$ cat config.mk
export PLATFORM = sky130hd
export DESIGN_NAME = reset_ctrl
export DESIGN_NICKNAME = d
export VERILOG_FILES = /design/src/rtl/reset_ctrl.sv
export SDC_FILE = /design/constraint.sdc
export NUM_CORES = 1
export LEC_CHECK = 0
export CAP_MARGIN = 0
export CORE_UTILIZATION = 47
export CTS_CLUSTER_SIZE = 28
export DETAILED_ROUTE_END_ITERATION = 6
export PLACE_DENSITY = 0.79
export SYNTH_ARGS = -nofsm -noshare
export SYNTH_HDL_FRONTEND = slang
export SYNTH_SLANG_ARGS = --single-unit
$ cat constraint.sdc
create_clock -name clk_i -period 2.28 [get_ports clk_i]
set_input_delay 0.228 -clock clk_i [delete_from_list [all_inputs] [get_ports clk_i]]
set_output_delay 0.228 -clock clk_i [all_outputs]
set_load 0.05 [all_outputs]
$ cat src/rtl/reset_ctrl.sv
// Reset request controller: merges a debounced push-button, a software request
// and a watchdog into a stretched active-low reset request with a sticky cause.
module reset_ctrl #(
    parameter int DEBOUNCE_CYCLES = 16,
    parameter int PULSE_CYCLES    = 8,
    parameter int WDT_WIDTH       = 16
) (
    input  logic                 clk_i,
    input  logic                 rst_ni,
    input  logic                 btn_ni,
    input  logic                 sw_req_i,
    input  logic                 wdt_en_i,
    input  logic                 wdt_kick_i,
    input  logic [WDT_WIDTH-1:0] wdt_limit_i,
    input  logic                 cause_clr_i,
    output logic                 rst_req_no,
    output logic [2:0]           cause_o,
    output logic                 busy_o
);

    localparam int                   DB_W    = $clog2(DEBOUNCE_CYCLES);
    localparam logic [DB_W-1:0]      DB_LAST = DB_W'(DEBOUNCE_CYCLES - 1);
    localparam int                   PC_W    = $clog2(PULSE_CYCLES);
    localparam logic [PC_W-1:0]      PC_LAST = PC_W'(PULSE_CYCLES - 1);
    localparam logic [WDT_WIDTH-1:0] WDT_ONE = WDT_WIDTH'(1);

    typedef enum logic [1:0] {
        IDLE,
        ASSERT,
        HOLD
    } state_t;

    state_t                 state, state_next;
    logic [PC_W-1:0]        pulse_cnt, pulse_cnt_next;
    logic [1:0]             sync_q;
    logic                   db_state;
    logic [DB_W-1:0]        db_cnt;
    logic [WDT_WIDTH-1:0]   wdt_cnt;
    logic                   idle;
    logic                   btn_event;
    logic                   wdt_fire;
    logic                   trigger;
    logic                   released;
    logic [2:0]             cause_set;
    logic                   rst_req_q;
    logic [2:0]             cause_q;

    // Button: two-flop synchronizer feeding a run-length debouncer; both idle at 1 (released).
    // NOTE: sequential state uses non-blocking assignments so every flop samples pre-edge values.
    always_ff @(posedge clk_i or negedge rst_ni) begin
        if (!rst_ni) begin
            sync_q   <= 2'b11;
            db_state <= 1'b1;
            db_cnt   <= '0;
        end else begin
            sync_q <= {sync_q[0], btn_ni};
            if (sync_q[1] == db_state) begin
                db_cnt <= '0;
            end else if (db_cnt == DB_LAST) begin
                db_state <= sync_q[1];
                db_cnt   <= '0;
            end else begin
                db_cnt <= db_cnt + 1'b1;
            end
        end
    end

    assign btn_event = db_state && !sync_q[1] && (db_cnt == DB_LAST);
    assign idle      = (state == IDLE);

    // A kick coincident with the limit match suppresses the event.
    assign wdt_fire = idle && wdt_en_i && !wdt_kick_i && (wdt_limit_i != '0)
                      && (wdt_cnt == wdt_limit_i - WDT_ONE);

    always_ff @(posedge clk_i or negedge rst_ni) begin
        if (!rst_ni) begin
            wdt_cnt <= '0;
        end else if (!idle || !wdt_en_i || wdt_kick_i || wdt_fire) begin
            wdt_cnt <= '0;
        end else begin
            wdt_cnt <= wdt_cnt + WDT_ONE;
        end
    end

    assign trigger   = idle && (btn_event || sw_req_i || wdt_fire);
    assign released  = !sw_req_i && db_state;
    assign cause_set = trigger ? {wdt_fire, sw_req_i, btn_event} : 3'b000;

    // NOTE: every always_comb output gets a default first so no path can infer a latch.
    always_comb begin
        state_next     = state;
        pulse_cnt_next = pulse_cnt;
        case (state)
            IDLE: begin
                if (trigger) begin
                    state_next     = ASSERT;
                    pulse_cnt_next = '0;
                end
            end
            ASSERT: begin
                if (pulse_cnt == PC_LAST) begin
                    state_next = released ? IDLE : HOLD;
                end else begin
                    pulse_cnt_next = pulse_cnt + 1'b1;
                end
            end
            HOLD: begin
                if (released) begin
                    state_next = IDLE;
                end
            end
            default: state_next = IDLE;
        endcase
    end

    // The request flop follows the next state so it falls on the trigger edge itself.
    always_ff @(posedge clk_i or negedge rst_ni) begin
        if (!rst_ni) begin
            state     <= IDLE;
            pulse_cnt <= '0;
            rst_req_q <= 1'b1;
            cause_q   <= 3'b000;
        end else begin
            state     <= state_next;
            pulse_cnt <= pulse_cnt_next;
            rst_req_q <= (state_next == IDLE);
            cause_q   <= (cause_clr_i ? 3'b000 : cause_q) | cause_set;
        end
    end

    assign rst_req_no = rst_req_q;
    assign cause_o    = cause_q;
    assign busy_o     = !idle;

endmodule

Fig. 1: selected gate families
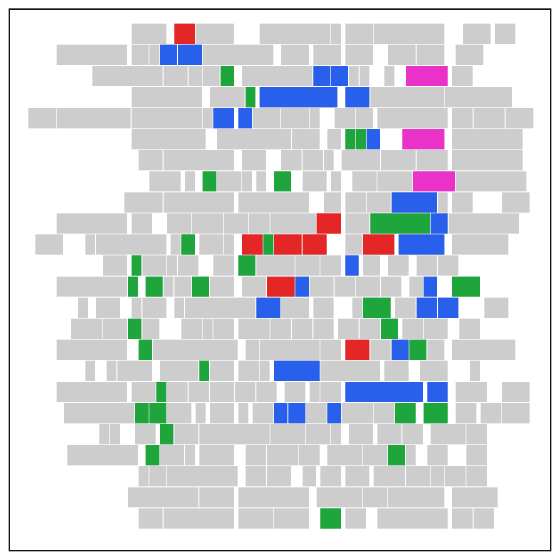
- green: nand cells (cells 30)
- red: non-inverting ao/oa cells (cells 8; where centre)
- blue: aoi and oai cells (cells 25)
- magenta: mux cells (cells 3; most used mux2_4)

Fig. 2: M4 wires
The bar under the picture is 20 µm long.
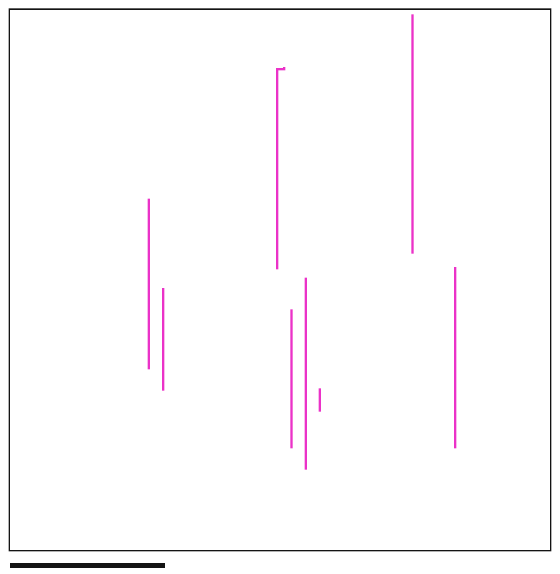
- main direction: vertical
- nets with wire on the layer: 7
- longest straight run: 30.6 µm
- share of all routed wire: 2.9%

Fig. 3: register map, names as in the netlist
The bar under the picture is 20 µm long.
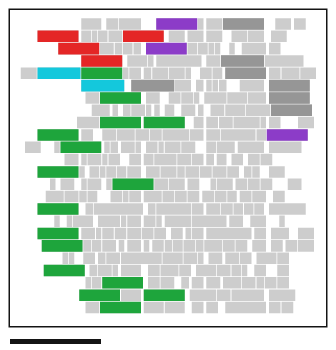
- green: `wdt_cnt` (sequential cells 16)
- cyan: `sync_q` (sequential cells 2)
- red: `db_cnt` (sequential cells 4; where north-west)
- purple: `cause_o` (sequential cells 3)
- not coloured: 7

Fig. 4: signal wires by layer
Only two layers are drawn.
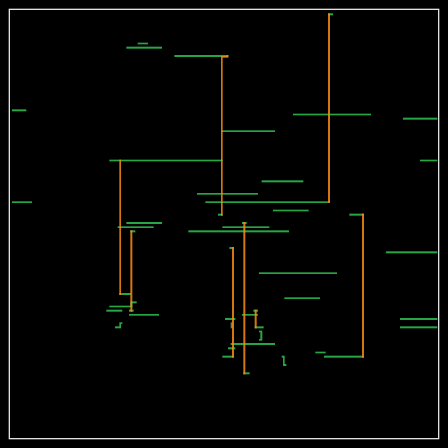
- green: metal 3 (wire length 227 µm)
- orange: metal 4 (wire length 160 µm)

==> flow.log <==
[report] implementation figures
INFO  metric share_comb_of_total_power = 0.351
INFO  metric placedCellCount = between 300 and 400
INFO  metric powerDensity = roughly 590 nW/µm²
INFO  metric global_route_total_overflow = 0
INFO  metric final_hold_viol_count = 0
INFO  metric timing.final.ws_setup = -0.2014 ns
INFO  metric clock_sink_count = 32
INFO  metric grt_util_all_layers = 0.2358
INFO  metric dp_slack = -0.7816 ns
INFO  metric enable_flop_cells = 0
INFO  metric nets = 334
INFO  metric synth.yosys.warnings = 0
INFO  metric grt_setup_unrepaired = true
INFO  metric post-layout-total-power = between 1.5 and 2 mW
INFO  metric postSynthSeqShare = 0.3738
INFO  metric p_leak = between 1 and 1.5 nW
INFO  metric cts-htree-levels = 2
INFO  metric routed_via_density = around 5.5
INFO  metric final_max_slew_viol_count = 0
INFO  metric route.final.wire_length = 5546 µm
INFO  metric syn_nets = between 200 and 250
INFO  metric outcome = complete, but fails checks
INFO  metric drt_iter0_drc = 87
INFO  metric synth.distinct_cells = between 50 and 60
INFO  metric drive_above_1_share = 0.3344
INFO  metric hold_path.class = primary input to asynchronous set/reset pin
INFO  metric synthToLayoutAreaGrowth = 48.06%
INFO  metric path_max_fanout = 8
INFO  metric top_cells_by_count = 28 x sky130_fd_sc_hd__dfrtp_1, 28 x sky130_fd_sc_hd__nor2_1, 17 x sky130_fd_sc_hd__xor2_1, 16 x sky130_fd_sc_hd__xnor2_1, 14 x sky130_fd_sc_hd__inv_1
INFO  metric die_x = 69.73 µm
INFO  metric power_switching_share = 0.3170
INFO  metric initCoreUtil = 0.4917
INFO  metric post-dp-hpwl = 3913 µm
INFO  metric clock.latency.late_pin = approximately 0.29 ns
INFO  metric grt_max_degree = 33
INFO  metric die_area = 4862 µm²
INFO  metric synth.avg_cell_area = between 9 and 10 µm²
INFO  metric synthesis.area = ~2200 µm²
INFO  metric crit_type = primary input to flip-flop
INFO  metric finalClockPeriodUsage = 1.088
INFO  metric fin_skew = approximately 0.007 ns
INFO  metric finish.cell_count_without_fillers = around 360
INFO  metric worst_setup_path_start_kind = primary input
INFO  metric vias = 1962
INFO  metric first_global_vias = 1931
INFO  metric gp_congestion = 0.8494
INFO  metric drc = 0
INFO  metric synth_largest_type_area_fraction = 0.3250
INFO  metric core_region_area = 4384 µm²
INFO  metric violated_checks = setup timing
INFO  metric num_rows = 24
INFO  metric synth.top_cells.by_area = sky130_fd_sc_hd__dfrtp_1 33%, sky130_fd_sc_hd__xor2_1 6.9%, sky130_fd_sc_hd__xnor2_1 6.5%
INFO  metric synthDominantAreaCellType = sky130_fd_sc_hd__dfrtp_1
INFO  metric capturing_element_type_of_the_critical_path = flip-flop
INFO  metric maxClockFrequency = 0.4030 GHz
INFO  metric seqPwrFrac = 0.362
INFO  metric dr.pass1.iters = 5
INFO  metric clk_path_buf_depth = 2
INFO  metric synth_stat.cells = between 200 and 250
INFO  metric relSlewSlack = 0.6335
INFO  metric detail-route-antenna-nets = 0
INFO  metric power.share.clock = 0.288
INFO  metric switchingPower = around 0.60 mW
INFO  metric maxCapViolCount = 0
INFO  metric cts_tree = built
INFO  metric intPower = about 1.3 mW
INFO  metric pin_count = 28
INFO  metric numCtsBuffers = 5
INFO  metric synthFlopType = sky130_fd_sc_hd__dfrtp_1
INFO  metric tool_warnings = 30
INFO  metric antennaDiodeCount = 0
INFO  metric buffer_ports.inserted = 27
INFO  metric critical_path_arrival = 2.66 ns
INFO  metric worst_ir_drop_vdd = 0.0003510 V
INFO  metric ys_area = 2156 µm²
INFO  metric finalSetupViolations = 19
INFO  metric clk_transition_reported_paths = roughly 0.070 ns
INFO  metric layout.cells.most_common = sky130_fd_sc_hd__buf_4
INFO  metric tightest_slew = roughly 0.54 ns
INFO  metric first_pass_grt_wire_length = between 8000 and 9000 µm
INFO  metric hold_slack = between 0.3 and 0.4 ns
INFO  metric top_logic_cells_by_instance_count_in_the_layout = 54 x sky130_fd_sc_hd__buf_4, 28 x sky130_fd_sc_hd__dfrtp_1, 24 x sky130_fd_sc_hd__nor2_1
INFO  metric syn_inst = around 220
INFO  metric share_of_flip_flops_with_an_asynchronous_set_or_reset = 1.000
INFO  metric post_drt_wl_per_cell = ~16 µm
INFO  metric setup_tns = -3.348 ns
INFO  metric die_y = 69.73 µm
INFO  metric final.min_clock_period = about 2.5 ns
INFO  metric clk_root_buffer_cell = sky130_fd_sc_hd__clkbuf_8
INFO  metric antenna_violations_before_repair = 0
INFO  metric synth_flop_count = 32
INFO  metric critPathRequiredTime = roughly 2.5 ns
==> power by group through the flow <==
stage               sequential, mW  combinational (mW)  clock [mW]
CTS                          0.678               0.629       0.554
detailed placement           0.689               0.611           0
global placement             0.684               0.595           0
floorplan                    0.751               0.293           0
finish                       0.680               0.659       0.541
global route                 0.685               0.708       0.580
==> what timing repair did <==
item | 4_1_cts | 5_1_grt
setup endpoints to repair | 22 | 22
pin swaps | 9 | 18
hold buffers | 0 | 0
gates cloned | 0 | 1
resized | 19 | 28
buffers inserted | 4 | 7
==> path summary, 6_finish.rpt <==
path / start / to / slack, ns / cells past startpoint
max reg2reg: state[0] / wdt_cnt[2] / -0.12 / 9
max: wdt_limit_i[1] / wdt_cnt[2] / -0.20 / 14
min: rst_ni / state[1] / 0.33 / 2
min reg2reg: sync_q[0] / sync_q[1] / 0.36 / 0
min in group clk_i: btn_ni / sync_q[0] / 0.34 / 1
max in group asynchronous: rst_ni / db_state / 1.63 / 2
==> critical path, cell delays in order <==
cell and delay (ns):
sky130_fd_sc_hd__buf_12 0.11, sky130_fd_sc_hd__inv_12 0.04, sky130_fd_sc_hd__ha_4 0.12, sky130_fd_sc_hd__or3b_4 0.40
sky130_fd_sc_hd__buf_4 0.15, sky130_fd_sc_hd__buf_4 0.12, sky130_fd_sc_hd__nor3_1 0.29, sky130_fd_sc_hd__xnor2_1 0.17
sky130_fd_sc_hd__nor4_4 0.23, sky130_fd_sc_hd__nand4_4 0.15, sky130_fd_sc_hd__buf_6 0.16, sky130_fd_sc_hd__o21ai_4 0.23
sky130_fd_sc_hd__clkbuf_16 0.20, sky130_fd_sc_hd__nor2_1 0.05
==> logic make-up after synthesis <==
| kind of cell | after synthesis | share of synthesized area |
|---|---|---|
| buffers and inverters | 20 | 0.04353 |
| AOI/OAI and AO/OA | 33 | 0.1294 |
| and+or+nand+nor | 89 | 0.2472 |
| DFF | 32 | 0.3738 |
| muxes | 3 | 0.02089 |
| xor gates and xnor gates | 34 | 0.1445 |
| adders and majority gates | 7 | 0.04062 |
==> final cells by class <==
cell class	instances	area [µm²]
Timing Repair Buffer	85	767.0
Tap cell	52	65.06
Fill cell	271	1192
Clock inverter	3	42.54
Inverter	14	70.07
Sequential cell	32	805.8
Multi-Input combinational cell	166	1373
Clock buffer	5	68.82
==> through the flow <==
stage	utilization	cell area (µm²)
4_1_cts	0.6929	3038
3_3_place_gp	0.6558	2875
3_5_place_dp	0.6558	2875
5_1_grt	0.7280	3192
2_1_floorplan	-	2208
6_report	0.7280	3192
==> state kept, by name, summed over array words and instances, names as in the netlist <==
signal      count
state           2
wdt_cnt        16
sync_q          2
cause_o         3
db_cnt          4
rst_req_no      1
pulse_cnt       3
db_state        1
==> layer usage <==
metal  vias up  share of wire  global-route usage
li1        953              -                   -
met1       917           0.45              0.3043
met2        74           0.48              0.3959
met3        18          0.041             0.04215
met4         0          0.029             0.08667
met5         -              0                   0
Power figures rest on the tool's default switching activity, not on a simulated workload.
